<file path="src/rtl/pipe_hazard_ctrl_pkg.sv">
// Shared types and decode helper for the pipeline hazard controller.
// Opcode layout: op=[7:4], ra=[3:2], rb=[1:0].
package pipe_hazard_ctrl_pkg;

  typedef enum logic [1:0] {
    ST_RUN   = 2'd0,
    ST_STALL = 2'd1,
    ST_FLUSH = 2'd2,
    ST_IMM   = 2'd3
  } state_t;

  localparam logic [1:0] FWD_RF    = 2'b00;
  localparam logic [1:0] FWD_EXMEM = 2'b01;
  localparam logic [1:0] FWD_MEMWB = 2'b10;

  localparam logic [3:0] OP_OUT     = 4'h6;
  localparam logic [3:0] OP_IN      = 4'h7;
  localparam logic [3:0] OP_MOV     = 4'h8;
  localparam logic [3:0] OP_STORE   = 4'hc;
  localparam logic [3:0] OP_LOAD    = 4'hd;
  localparam logic [3:0] OP_LOADIMM = 4'hf;

  typedef struct packed {
    logic       v;
    logic       wr;
    logic       ld;
    logic [1:0] dst;
  } sb_entry_t;

  typedef struct packed {
    logic uses_ra;
    logic uses_rb;
    logic writes_ra;
    logic is_load;
    logic is_imm;
  } dec_t;

  function automatic dec_t decode(input logic [3:0] op);
    dec_t d;
    d = '0;
    case (op)
      4'h1, 4'h2, 4'h3: begin d.uses_ra = 1'b1; d.uses_rb = 1'b1; d.writes_ra = 1'b1; end
      4'h4, 4'h5:       begin d.uses_ra = 1'b1; d.writes_ra = 1'b1; end
      OP_OUT:           d.uses_ra = 1'b1;
      OP_IN:            d.writes_ra = 1'b1;
      OP_MOV:           begin d.uses_rb = 1'b1; d.writes_ra = 1'b1; end
      OP_STORE:         begin d.uses_ra = 1'b1; d.uses_rb = 1'b1; end
      OP_LOAD:          begin d.uses_rb = 1'b1; d.writes_ra = 1'b1; d.is_load = 1'b1; end
      OP_LOADIMM:       begin d.writes_ra = 1'b1; d.is_imm = 1'b1; end
      default:          d = '0;
    endcase
    return d;
  endfunction

endpackage

</file>
<file path="src/rtl/pipe_hazard_ctrl_scoreboard.sv">
// In-flight destination tracker for the EX and MEM stages, plus source-match logic
// against the instruction currently sitting in ID.
module pipe_hazard_ctrl_scoreboard
  import pipe_hazard_ctrl_pkg::*;
(
  input  logic       clk,
  input  logic       rst,
  input  sb_entry_t  push,
  input  logic [1:0] ra,
  input  logic [1:0] rb,
  input  logic       uses_ra,
  input  logic       uses_rb,
  output logic [1:0] ex_fwd,
  output logic [1:0] mem_fwd,
  output logic       load_use,
  output logic       raw_any
);

  sb_entry_t  ex_reg;
  sb_entry_t  mem_reg;
  logic [1:0] src [2];
  logic [1:0] src_used;
  logic [1:0] ex_hit;

  always_ff @(posedge clk) begin
    if (rst) begin
      ex_reg  <= '0;
      mem_reg <= '0;
    end else begin
      ex_reg  <= push;
      mem_reg <= ex_reg;
    end
  end

  assign src[0]   = ra;
  assign src[1]   = rb;
  assign src_used = {uses_rb, uses_ra};

  generate
    for (genvar gi = 0; gi < 2; gi++) begin : g_src
      assign ex_hit[gi]  = src_used[gi] & ex_reg.v & ex_reg.wr & (ex_reg.dst == src[gi]);
      assign mem_fwd[gi] = src_used[gi] & mem_reg.v & mem_reg.wr & (mem_reg.dst == src[gi]);
      // A load in EX has no data yet, so it can never be the forwarding source.
      assign ex_fwd[gi]  = ex_hit[gi] & ~ex_reg.ld;
    end
  endgenerate

  assign load_use = (|ex_hit) & ex_reg.ld;
  assign raw_any  = (|ex_hit) | (|mem_fwd);

endmodule

</file>
<file path="src/rtl/pipe_hazard_ctrl.sv">
// Pipeline sequencer: stall/flush/immediate FSM, flush counter and registered
// operand-forwarding selects for the EX-stage muxes.
module pipe_hazard_ctrl
  import pipe_hazard_ctrl_pkg::*;
#(
  parameter int FLUSH_CYCLES = 1,
  parameter bit FWD_EN       = 1'b1
) (
  input  logic       clk,
  input  logic       rst,
  input  logic       id_valid,
  input  logic [7:0] id_ins,
  input  logic       ex_taken,
  output logic       pc_we,
  output logic       ifid_we,
  output logic       ifid_flush,
  output logic       idex_flush,
  output logic [1:0] fwd_a_sel,
  output logic [1:0] fwd_b_sel,
  output logic       stall
);

  localparam logic [1:0] FLUSH_LOAD = 2'(FLUSH_CYCLES - 1);

  state_t     state_reg, state_next;
  logic [1:0] flush_cnt_reg, flush_cnt_next;
  logic [1:0] fwd_a_reg, fwd_a_next;
  logic [1:0] fwd_b_reg, fwd_b_next;
  dec_t       dec;
  sb_entry_t  push;
  logic [1:0] ex_fwd, mem_fwd;
  logic       load_use, raw_any;
  logic       decode_active, flushing, hazard, stall_now, advance;

  assign dec           = decode(id_ins[7:4]);
  // The byte following LOADIMM is data, never an instruction.
  assign decode_active = id_valid & (state_reg != ST_IMM);
  assign flushing      = (state_reg == ST_FLUSH) | ex_taken;
  assign hazard        = FWD_EN ? load_use : raw_any;
  assign stall_now     = decode_active & hazard & ~flushing;
  assign advance       = decode_active & ~flushing & ~stall_now;

  assign push = '{v: advance, wr: dec.writes_ra, ld: dec.is_load, dst: id_ins[3:2]};

  pipe_hazard_ctrl_scoreboard u_scoreboard (
    .clk      (clk),
    .rst      (rst),
    .push     (push),
    .ra       (id_ins[3:2]),
    .rb       (id_ins[1:0]),
    .uses_ra  (decode_active & dec.uses_ra),
    .uses_rb  (decode_active & dec.uses_rb),
    .ex_fwd   (ex_fwd),
    .mem_fwd  (mem_fwd),
    .load_use (load_use),
    .raw_any  (raw_any)
  );

  always_comb begin
    fwd_a_next = FWD_RF;
    fwd_b_next = FWD_RF;
    if (FWD_EN && advance) begin
      if (ex_fwd[0])       fwd_a_next = FWD_EXMEM;
      else if (mem_fwd[0]) fwd_a_next = FWD_MEMWB;
      if (ex_fwd[1])       fwd_b_next = FWD_EXMEM;
      else if (mem_fwd[1]) fwd_b_next = FWD_MEMWB;
    end
  end

  always_comb begin
    state_next     = state_reg;
    flush_cnt_next = flush_cnt_reg;
    if (state_reg == ST_FLUSH) begin
      flush_cnt_next = flush_cnt_reg - 2'd1;
      if (flush_cnt_reg <= 2'd1) state_next = ST_RUN;
    end else if (ex_taken) begin
      // The taken cycle itself is the first flush cycle.
      if (FLUSH_CYCLES > 1) begin
        state_next     = ST_FLUSH;
        flush_cnt_next = FLUSH_LOAD;
      end else begin
        state_next     = ST_RUN;
        flush_cnt_next = 2'd0;
      end
    end else if (stall_now) begin
      state_next = ST_STALL;
    end else if (advance && dec.is_imm) begin
      state_next = ST_IMM;
    end else begin
      state_next = ST_RUN;
    end
  end

  always_comb begin
    pc_we      = 1'b1;
    ifid_we    = 1'b1;
    ifid_flush = 1'b0;
    idex_flush = 1'b0;
    stall      = 1'b0;
    if (rst) begin
      pc_we      = 1'b0;
      ifid_we    = 1'b0;
      ifid_flush = 1'b1;
      idex_flush = 1'b1;
    end else if (flushing) begin
      ifid_flush = 1'b1;
      idex_flush = 1'b1;
    end else if (stall_now) begin
      pc_we      = 1'b0;
      ifid_we    = 1'b0;
      idex_flush = 1'b1;
      stall      = 1'b1;
    end
  end

  always_ff @(posedge clk) begin
    if (rst) begin
      state_reg     <= ST_RUN;
      flush_cnt_reg <= 2'd0;
      fwd_a_reg     <= FWD_RF;
      fwd_b_reg     <= FWD_RF;
    end else begin
      state_reg     <= state_next;
      flush_cnt_reg <= flush_cnt_next;
      fwd_a_reg     <= fwd_a_next;
      fwd_b_reg     <= fwd_b_next;
    end
  end

  assign fwd_a_sel = rst ? FWD_RF : fwd_a_reg;
  assign fwd_b_sel = rst ? FWD_RF : fwd_b_reg;

endmodule
</file>
<file path="config.mk">
export PLATFORM = sky130hd
export DESIGN_NAME = pipe_hazard_ctrl
export DESIGN_NICKNAME = d
export VERILOG_FILES = /design/src/rtl/pipe_hazard_ctrl_pkg.sv /design/src/rtl/pipe_hazard_ctrl_scoreboard.sv /design/src/rtl/pipe_hazard_ctrl.sv
export SDC_FILE = /design/constraint.sdc
export NUM_CORES = 1
export LEC_CHECK = 0
export CAP_MARGIN = 20
export CORE_MARGIN = 4
export CORE_UTILIZATION = 47
export CTS_CLUSTER_DIAMETER = 60
export CTS_CLUSTER_SIZE = 24
export DETAILED_ROUTE_END_ITERATION = 6
export GPL_ROUTABILITY_DRIVEN = 0
export MAX_ROUTING_LAYER = met4
export PLACE_DENSITY = 0.77
export SKIP_CTS_REPAIR_TIMING = 1
export SYNTH_ARGS = -nofsm -noshare
export SYNTH_HDL_FRONTEND = slang
export SYNTH_SLANG_ARGS = --single-unit
export TNS_END_PERCENT = 100
</file>
<file path="constraint.sdc">
create_clock -name clk -period 1.96 [get_ports clk]
set_clock_uncertainty 0.1 [all_clocks]
set_input_delay 0.196 -clock clk [delete_from_list [all_inputs] [get_ports clk]]
set_output_delay 0.196 -clock clk [all_outputs]
set_load 0.02 [all_outputs]
</file>
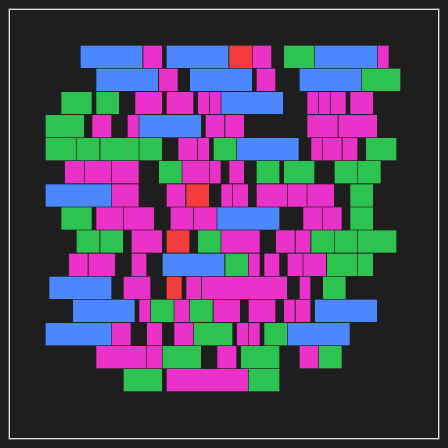
(placed cells, one color a class)
| color | class | cells |
|---|---|---|
| green | remaining buffers and delay cells | 38 |
| blue | registers | 17 |
| red | clock drivers and dummy loads | 4 |
| magenta | remaining logic cells | 74 |
area of all placed cells without fillers: 0.00126 mm²
register fraction of the total cell area: 27.1%
core area: 0.00171 mm²
cell row count: 15
Layout Utilization: 74.1%

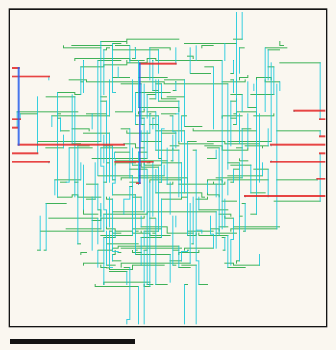
(routed metal, one color a layer)
Scale bar: 20 µm.
| color | layer | wire length |
|---|---|---|
| red | M3 | 84.6 µm |
| green | M1 | 827 µm |
| cyan | M2 | 1030 µm |
| blue | M4 | 31.3 µm |
Total Routed Length: 1980 µm
overall via count from detail_route: 792
gr usage total: 16.3%
Avg WL per Cell: 12.5 µm

==> changes_impl.md <==
### Changed

* Data required time at the worst endpoint at 1.66 ns
* Post-route fraction of the period consumed by the critical path at 98.8%
* Yosys reg bits at 17
* Launch point of the worst reg-to-reg path: u_scoreboard.ex_reg[0]
* Share of final-layout standard cells stronger than drive strength 1 at between 20% and 30%
* Number of buffer cells added on primary ports at 20
* # IOs at 21
* Min-Delay Path Depth at 3
* Summed instance area of the synthesized netlist at about 840 µm²
* Tool warning count at 27
* Result of the run: complete, no violations
* Yosys top cell by area: sky130_fd_sc_hd__dfxtp_1
* XOR/XNOR Fraction of Synth Area at 8.30%
* Cell total in the yosys stat output at 94
* # DRC at 0
* Fraction of the core area occupied by cells at floorplan at 49.5%
* Area share of the largest cell type after synthesis at 40.3%
* Clock Tree Buf Depth at 2
* Hold crit path type: in2reg
* # Max-Cap Violations at 0
* Floorplan die area at roughly 0.0025 mm²
* Fmax at 0.517 GHz
* Non-Filler Instances at 158
* Layout overhead on the synthesized area at 49.8%
* FF-to-FF path depth at 7
* Top logic family: simple AND/OR/NAND/NOR gates
* Slew Limit Fails at 0
* Top fanout value on the critical path at 3
* Cell variety after synth at 34
* Top flip-flop cell by instance count after synthesis: sky130_fd_sc_hd__dfxtp_1
* Worst Tran Pin Value at 0.376 ns
* Insertion Delay late pin at 0.30 ns
* Critical setup path kind: in2out
* Most repeated cell in the gate-level netlist after synthesis: sky130_fd_sc_hd__dfxtp_1
* Count of endpoints failing setup in the final report at 0
* Crit path setup slack, layout at 0.0239 ns
* Power density over the cells at roughly 550 mW/mm²
* Share of synthesized area spent on multiplexers at 1.19%
* Async SR Flop Fraction at 0%
* Floorplan net count at 107
* Setup slack of the worst register-to-register path at 0.32 ns
* Library cell used as clock root buffer: sky130_fd_sc_hd__clkbuf_4
* Area share of fa/ha/maj cells after synthesis at 1.48%
* Final Net Count at 147
* Average size of a mapped cell at 8.98 µm²
* YS chip area at roughly 840 µm²
* Origin of the worst min-delay path: id_ins[7]
* Number of H-tree levels at 1
* Number of flip-flops under the largest register name at 5
* Critical Path Source Type: input pin
* Timing startpoint of the critical path: id_ins[2]
* Top cell types by occurrence after synthesis: 17 x sky130_fd_sc_hd__dfxtp_1, 11 x sky130_fd_sc_hd__nor2b_1, 9 x sky130_fd_sc_hd__nand2_1
* DRT antenna net count at 0
* Worst slew margin relative to its limit at approximately 75%
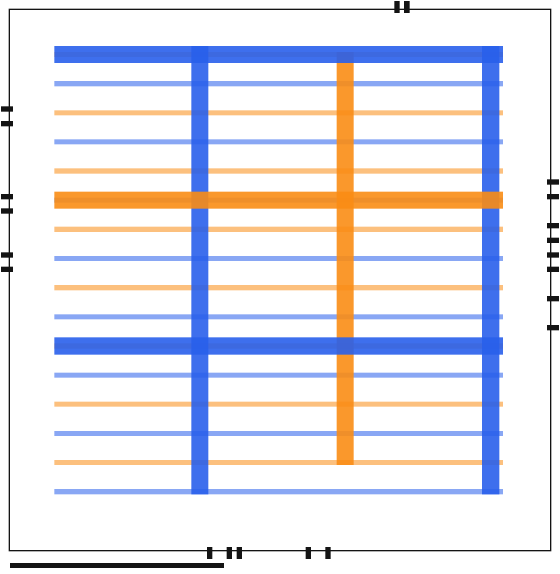
(PDN straps and rails)
Scale bar: 20 µm. Pins as bars on the die edge.
| color | net |
|---|---|
| orange | VDD |
| blue | VSS |
met1 rails: 16
rows: 15
met4 straps: 3
met5 straps: 3
die extent in x: 50.4 µm
worst supply voltage drop on vdd: 0.000323 V

## layout make-up
cell class | instances | area (µm²) | share of cell area [%]
well taps | 25 | 31.3 | 2.47
flip-flops and latches | 17 | 343 | 27.1
inverters | 3 | 11.3 | 0.890
clock buffers | 3 | 22.5 | 1.78
repair buffers | 38 | 343 | 27.1
clock inverters | 1 | 5.00 | 0.396
multi-input cells | 71 | 509 | 40.3
## power by group
| part | internal (µW) | total, µW | switching [µW] | leakage [µW] |
|---|---|---|---|---|
| clock | 76.1 | 194 | 118 | 0.0000177 |
| sequential | 355 | 361 | 6.23 | 0.000139 |
| combinational | 71.5 | 134 | 62.9 | 0.000400 |
| total | 502 | 690 | 187 | 0.000557 |
## per-layer routing
metal | GRT usage (%) | part of all wire [%]
met1 | 17.6 | 42
met2 | 29.3 | 52
met3 | 3.86 | 4.3
met4 | 5.38 | 1.6
met5 | - | 0
## stage by stage
stage / TNS, ns / instance area (µm²)
4_1_cts: -2.39 / 1220
5_1_grt: -0.0660 / 1260
3_3_place_gp: -2.02 / 1190
2_1_floorplan: 0 / 845
6_report: 0 / 1260
3_5_place_dp: -2.35 / 1190
## placed cells by master (no fill, tap or decap), drive strengths merged, types with 3 or more instances in the layout
cell            n
nor3            8
clkdlybuf4s50   8
inv             3
nor2            6
dfxtp          17
clkbuf          3
dlymetal6s2s    8
o21ai           3
buf            22
nand2           9
a21oi           4
xor2            4
nor2b          11
xnor2           4
## worst max-delay path: stages
cell and delay (ns):
sky130_fd_sc_hd__clkdlybuf4s50_1 0.49, sky130_fd_sc_hd__xor2_1 0.20, sky130_fd_sc_hd__nor3_2 0.09, sky130_fd_sc_hd__a22oi_2 0.23, sky130_fd_sc_hd__nor2_2 0.08, sky130_fd_sc_hd__or2_1 0.20
sky130_fd_sc_hd__buf_2 0.16
Power figures rest on the tool's default switching activity, not on a simulated workload.
